File: config.mk
export PLATFORM = sky130hd
export DESIGN_NAME = seletor_chamadas_n
export DESIGN_NICKNAME = d
export VERILOG_FILES = /design/src/rtl/seletor_chamadas_n.sv
export SDC_FILE = /design/constraint.sdc
export NUM_CORES = 1
export LEC_CHECK = 0
export ABC_AREA = 1
export ABC_CLOCK_PERIOD_IN_PS = 2400
export CORE_MARGIN = 2
export CORE_UTILIZATION = 35
export DETAILED_ROUTE_END_ITERATION = 10
export GPL_TIMING_DRIVEN = 0
export PLACE_DENSITY = 0.64
export REMOVE_ABC_BUFFERS = 1
export SETUP_SLACK_MARGIN = 0.1
export SLEW_MARGIN = 0
export SYNTH_ARGS = -nofsm -noshare
export SYNTH_HDL_FRONTEND = slang
export SYNTH_SLANG_ARGS = --single-unit
export TNS_END_PERCENT = 1
File: constraint.sdc
create_clock -name clk -period 2.4 [get_ports clk]
set_input_delay 0.48 -clock clk [delete_from_list [all_inputs] [get_ports clk]]
set_output_delay 0.48 -clock clk [all_outputs]
set_load 0.05 [all_outputs]
File: src/rtl/seletor_chamadas_n.sv
// Elevator call selector: latches cabin/hall calls into a pending vector,
// runs an up/down/idle direction FSM over the pending calls and registers
// the next target floor. Every output comes straight from a flop.
module seletor_chamadas_n #(
  parameter int N_ANDARES = 3,
  parameter int AW        = 2
) (
  input  logic                 clk,
  input  logic                 rst,
  input  logic [N_ANDARES-1:0] cham_int,
  input  logic [N_ANDARES-1:0] cham_ext,
  input  logic [AW-1:0]        andar_atual,
  input  logic                 parado,
  output logic [N_ANDARES-1:0] pend,
  output logic [AW-1:0]        alvo,
  output logic                 alvo_valido,
  output logic                 sobe,
  output logic                 desce
);

  typedef enum logic [1:0] {IDLE, SUBINDO, DESCENDO} estado_t;

  estado_t               estado;
  estado_t               prox_estado;
  logic                  em_faixa;
  logic [N_ANDARES-1:0]  clr;
  logic [N_ANDARES-1:0]  pend_prox;
  logic                  aqui;
  logic                  acima;
  logic                  abaixo;
  logic [AW-1:0]         menor_acima;
  logic [AW-1:0]         maior_abaixo;
  logic [AW-1:0]         alvo_prox;
  logic                  valido_prox;

  // An out-of-range floor index disables clearing and direction decisions.
  assign em_faixa = (int'(andar_atual) < N_ANDARES);

  // Clear mask for the floor being served; also flags a pending call right here.
  always_comb begin
    clr  = '0;
    aqui = 1'b0;
    for (int i = 0; i < N_ANDARES; i++) begin
      if (parado && em_faixa && (int'(andar_atual) == i)) clr[i] = 1'b1;
      if (pend[i] && em_faixa && (int'(andar_atual) == i)) aqui = 1'b1;
    end
    pend_prox = (pend | cham_int | cham_ext) & ~clr;
  end

  // Pending-call register; clear beats a simultaneous press on the same floor.
  always_ff @(posedge clk) begin
    if (rst) pend <= '0;
    else     pend <= pend_prox;
  end

  // Scan registered pending calls for the nearest one above and below.
  always_comb begin
    acima        = 1'b0;
    abaixo       = 1'b0;
    menor_acima  = '0;
    maior_abaixo = '0;
    for (int i = N_ANDARES - 1; i >= 0; i--) begin
      if (pend[i] && em_faixa && (i > int'(andar_atual))) begin
        acima       = 1'b1;
        menor_acima = AW'(i);
      end
    end
    for (int i = 0; i < N_ANDARES; i++) begin
      if (pend[i] && em_faixa && (i < int'(andar_atual))) begin
        abaixo       = 1'b1;
        maior_abaixo = AW'(i);
      end
    end
  end

  // Direction FSM state register.
  always_ff @(posedge clk) begin
    if (rst) estado <= IDLE;
    else     estado <= prox_estado;
  end

  // Next direction: keep going while calls remain ahead, upward wins ties.
  always_comb begin
    prox_estado = IDLE;
    case (estado)
      IDLE, SUBINDO: begin
        if (acima)       prox_estado = SUBINDO;
        else if (abaixo) prox_estado = DESCENDO;
        else             prox_estado = IDLE;
      end
      DESCENDO: begin
        if (abaixo)      prox_estado = DESCENDO;
        else if (acima)  prox_estado = SUBINDO;
        else             prox_estado = IDLE;
      end
      default:           prox_estado = IDLE;
    endcase
  end

  // Target selection follows the direction the FSM is about to take.
  always_comb begin
    alvo_prox   = '0;
    valido_prox = 1'b0;
    case (prox_estado)
      SUBINDO: begin
        alvo_prox   = menor_acima;
        valido_prox = 1'b1;
      end
      DESCENDO: begin
        alvo_prox   = maior_abaixo;
        valido_prox = 1'b1;
      end
      default: begin
        if (aqui) begin
          alvo_prox   = andar_atual;
          valido_prox = 1'b1;
        end
      end
    endcase
  end

  // Registered target and direction flags.
  always_ff @(posedge clk) begin
    if (rst) begin
      alvo        <= '0;
      alvo_valido <= 1'b0;
      sobe        <= 1'b0;
      desce       <= 1'b0;
    end else begin
      alvo        <= alvo_prox;
      alvo_valido <= valido_prox;
      sobe        <= (prox_estado == SUBINDO);
      desce       <= (prox_estado == DESCENDO);
    end
  end

endmodule

Figure 1. I/O nets highlighted (run 1).
Scale bar: 10 um.
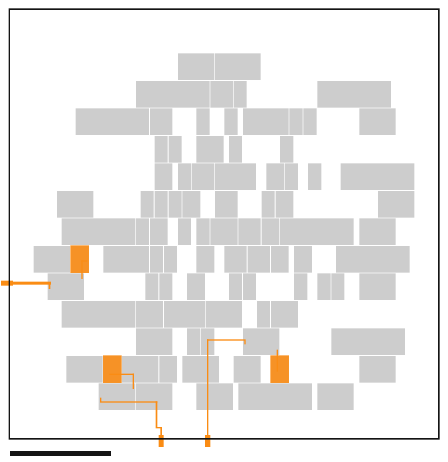
port	color	bits	direction	edge	end cells	buffers	wire
`cham_int`	orange	3	input	2 south, 1 west	3	3	34.7 um

Figure 2. M1 wires (run 1).
Scale bar: 10 um. Supply wires on this layer in gray. Cells faint in the background.
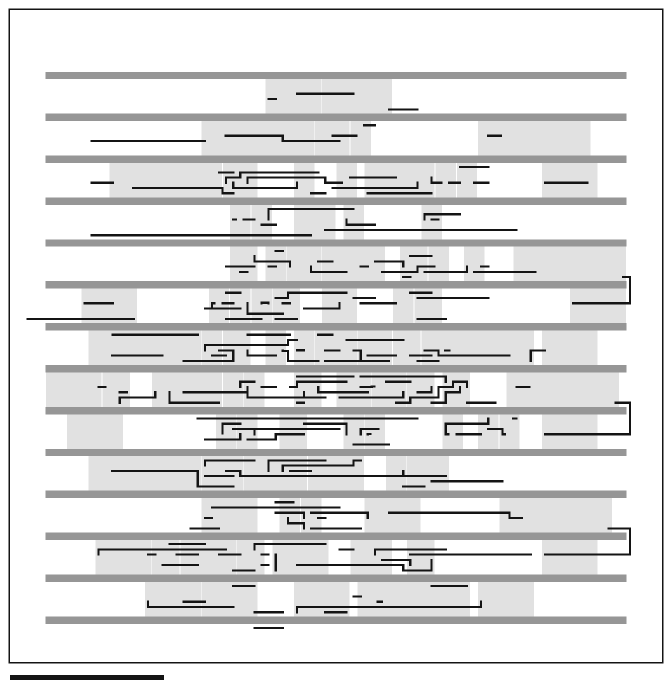
main direction	horizontal
share of all routed wire	46%

Figure 3. Register map, names as in the netlist (run 1).
Scale bar: 10 um. Other sequential cells in the stronger gray, the rest of the logic in the fainter gray.
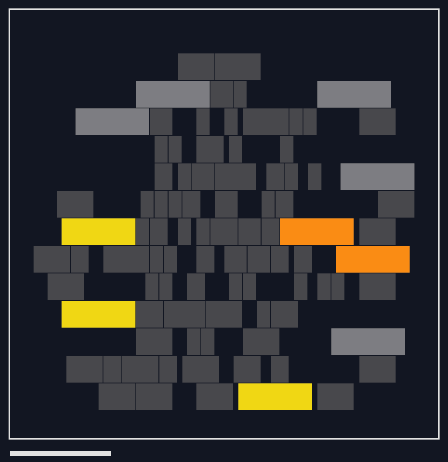
name in the netlist	color	flops
`alvo`	orange	2
`pend`	yellow	3
not colored	5

Figure 4. Metal layers overlaid (run 1).
Two of the layers only.
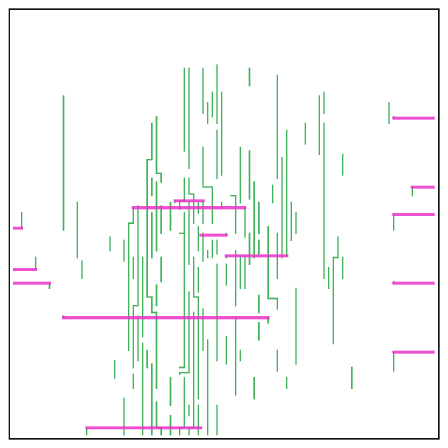
layer	color	wire length
met2	green	515 um
met3	magenta	77.7 um

==> results.tsv, run 1 <==
stage	metric	value	unit
setup_path	CP peak stage delay	0.57	ns
layout	Seq Cell Count	10	
setup_path	Top delay family on crit path	simple AND/OR/NAND/NOR gates	
routing	met1 WL	514	um
pwr	power density cells	573	nW/um^2
floorplanning	Site Rows	13	
layout	share of layout cells above drive strength 1	14.3	%
yosys	AND-OR/OR-AND Cells, Area Fraction	8.52	%
yosys	Post-synth seq share	38.9	%
yosys	top_reg_cell synth	dfxtp_1	
cts	post-cts resize count	0	
pwr	P_leak	0.000337	uW
pwr	internal power	283	uW
layout	fin nets	106	
grt	met2 Use GR	20.9	%
routing	drt wl/cell	10.6	um
yosys	Synth top cells by count	nand2_1, inv_1, dfxtp_1	
setup_path	WP buf/inv	3	
worst_hold_path	hold path cells	3	
cts	Clock Root Buffer	clkbuf_4	
outcome	outcome	finished clean	
grt	Overflow after GRT	0	
cts	TritonCTS clock tree	built	
timing	period utilisation layout	89.3	%
setup_path	Critical Path Stages	13	
yosys	Synth Area per Inst	7.24	um^2
layout	max FFs per register	3	
pwr	clock share of power	26.8	%
pwr	Clk power	113	uW
layout	comb_multi_in	48	
cts	CTS sink cnt	10	
yosys	Basic Gates by Area	38.2	%
setup_path	Crit Path Max Fanout	7	
==> run 2: changes to the inputs <==
MAX_ROUTING_LAYER = met4   (was default)
Figure 5. M1 wires (run 2).
Scale bar: 10 um. Supply wires on this layer in gray. Cells faint in the background.
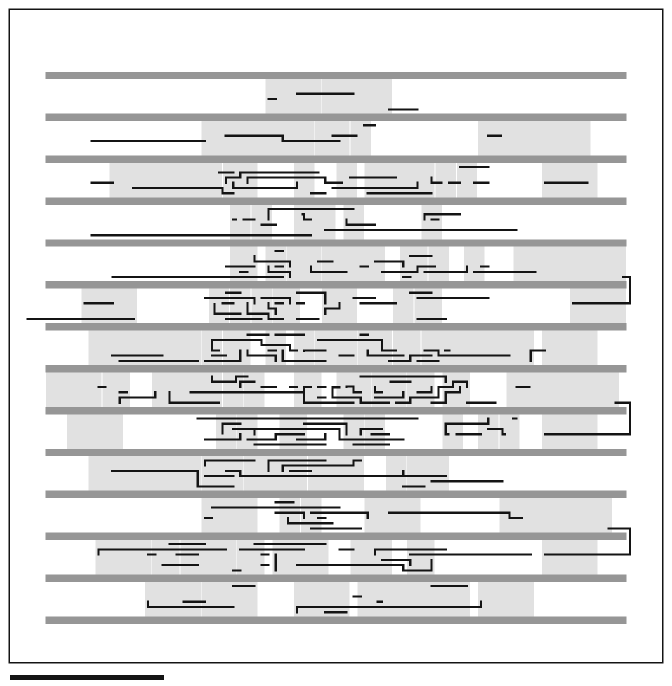
longest straight run	14.3 um
main direction	horizontal
nets with wire on the layer	92
wire length on this layer	540 um

==> results.tsv, run 2 <==
stage	metric	value	unit	change
yosys	AND-OR/OR-AND Cells, Area Fraction	8.52	%	unchanged
pwr	Clk power	114	uW	was 113 uW
cts	Clock Root Buffer	clkbuf_4		unchanged
outcome	outcome	finished clean		unchanged
pwr	power density cells	574	nW/um^2	was 573 nW/um^2
floorplanning	Site Rows	13		unchanged
setup_path	Crit Path Max Fanout	7		unchanged
layout	Seq Cell Count	10		unchanged
setup_path	Top delay family on crit path	simple AND/OR/NAND/NOR gates		unchanged
cts	CTS sink cnt	10		unchanged
grt	Overflow after GRT	0		unchanged
pwr	clock share of power	26.9	%	was 26.8%
layout	max FFs per register	3		unchanged
yosys	Synth top cells by count	nand2_1, inv_1, dfxtp_1		unchanged
setup_path	WP buf/inv	3		unchanged
grt	met2 Use GR	20.9	%	unchanged
setup_path	Critical Path Stages	13		unchanged
cts	post-cts resize count	0		unchanged
yosys	Synth Area per Inst	7.24	um^2	unchanged
setup_path	CP peak stage delay	0.57	ns	about the same
layout	fin nets	106		unchanged
yosys	Post-synth seq share	38.9	%	unchanged
pwr	P_leak	0.000337	uW	unchanged
yosys	Basic Gates by Area	38.2	%	unchanged
worst_hold_path	hold path cells	3		unchanged
==> run 3: changes to the inputs <==
ABC_CLOCK_PERIOD_IN_PS = default   (was 2400)
PLACE_DENSITY = default   (was 0.64)
PLACE_DENSITY_LB_ADDON = 0.25   (was default)
clock period = 2.42 ns   (was 2.4 ns; I/O delays follow)
Figure 6. Metal layers overlaid (run 3).
Two of the layers only.
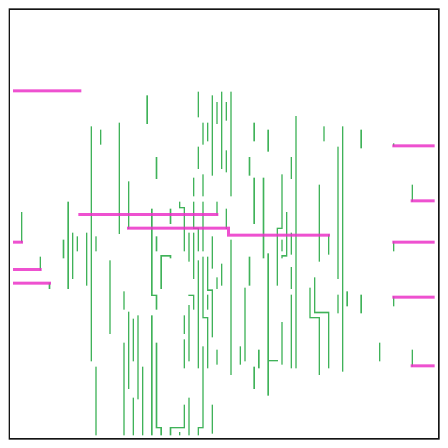
layer	color	wire length
met3	magenta	63.0 um
met2	green	505 um

==> results.tsv, run 3 <==
stage	metric	value	unit	change
grt	global-route wire length before repair	1660	um	was 1930 um
layout	max FFs per register	3		unchanged
setup_path	CP endpoint	alvo[1]		was alvo[0]
cts	TritonCTS clock tree	built		unchanged
setup_path	reg-to-reg endpoint	alvo[1]		was alvo[0]
setup_path	reg2reg setup slack	0.77	ns	was 0.76 ns
setup_path	Top delay family on crit path	buffers and inverters		was simple AND/OR/NAND/NOR gates
setup_path	Critical Path Start Type	primary input		unchanged
yosys	Synth top cells by count	nand2_1, inv_1, dfxtp_1		unchanged
cts	CTS sink cnt	10		unchanged
pwr	internal power	315	uW	was 283 uW
timing	WHS	0.545	ns	was 0.547 ns
grt	Overflow after GRT	0		unchanged
worst_hold_path	hold path cells	3		unchanged
routing	Met2 Wirelength	504	um	was 515 um
setup_path	WP buf/inv	3		unchanged
setup_path	CP peak stage delay	0.61	ns	was 0.57 ns
layout	Filler Cell Count	120		was 129
yosys	Post-synth seq share	38.9	%	unchanged
cts	Worst-path clk slew	0.06	ns	about the same
timing	period utilisation layout	87.1	%	
floorplanning	core area	1330	um^2	unchanged
layout	Seq Cell Count	10		unchanged
pwr	Clk power	146	uW	was 114 uW
pwr	clock share of power	32.3	%	was 26.9%
cts	post-cts resize count	0		unchanged
yosys	top cells, area	dfxtp_1, nand2_1, nand3_1		unchanged
setup_path	Critical Path Stages	11		was 13
pwr	P_leak	0.000353	uW	was 0.000337 uW
layout	share of layout cells above drive strength 1	15.2	%	was 14.3%
layout	comb_multi_in	48		unchanged
placement	RePlAce Congestion	0.871		was 0.874
yosys	AND-OR/OR-AND Cells, Area Fraction	8.52	%	unchanged
placement	dpl cell area	709	um^2	unchanged
layout	most instantiated logic cells after routing	clkdlybuf4s50_1, nand2_1, inv_1		unchanged
routing	residual DRC count	0		unchanged
routing	met1 WL	491	um	was 539 um
setup_path	slowest stage cell, crit path	clkdlybuf4s50_1		unchanged
yosys	Ys Warns	0		unchanged
setup_path	Crit Path Max Fanout	6		was 7
routing	drt wl/cell	10.0	um	was 10.8 um
yosys	Main logic family	simple AND/OR/NAND/NOR gates		unchanged
floorplanning	Site Rows	13		unchanged
outcome	outcome	finished clean		unchanged
pwr	power density cells	599	nW/um^2	was 574 nW/um^2
yosys	Synth Area per Inst	7.24	um^2	unchanged
layout	fin nets	106		unchanged
grt	met2 Use GR	22.5	%	was 20.9%
yosys	Basic Gates by Area	38.2	%	unchanged
Power figures rest on the tool's default switching activity, not on a simulated workload.
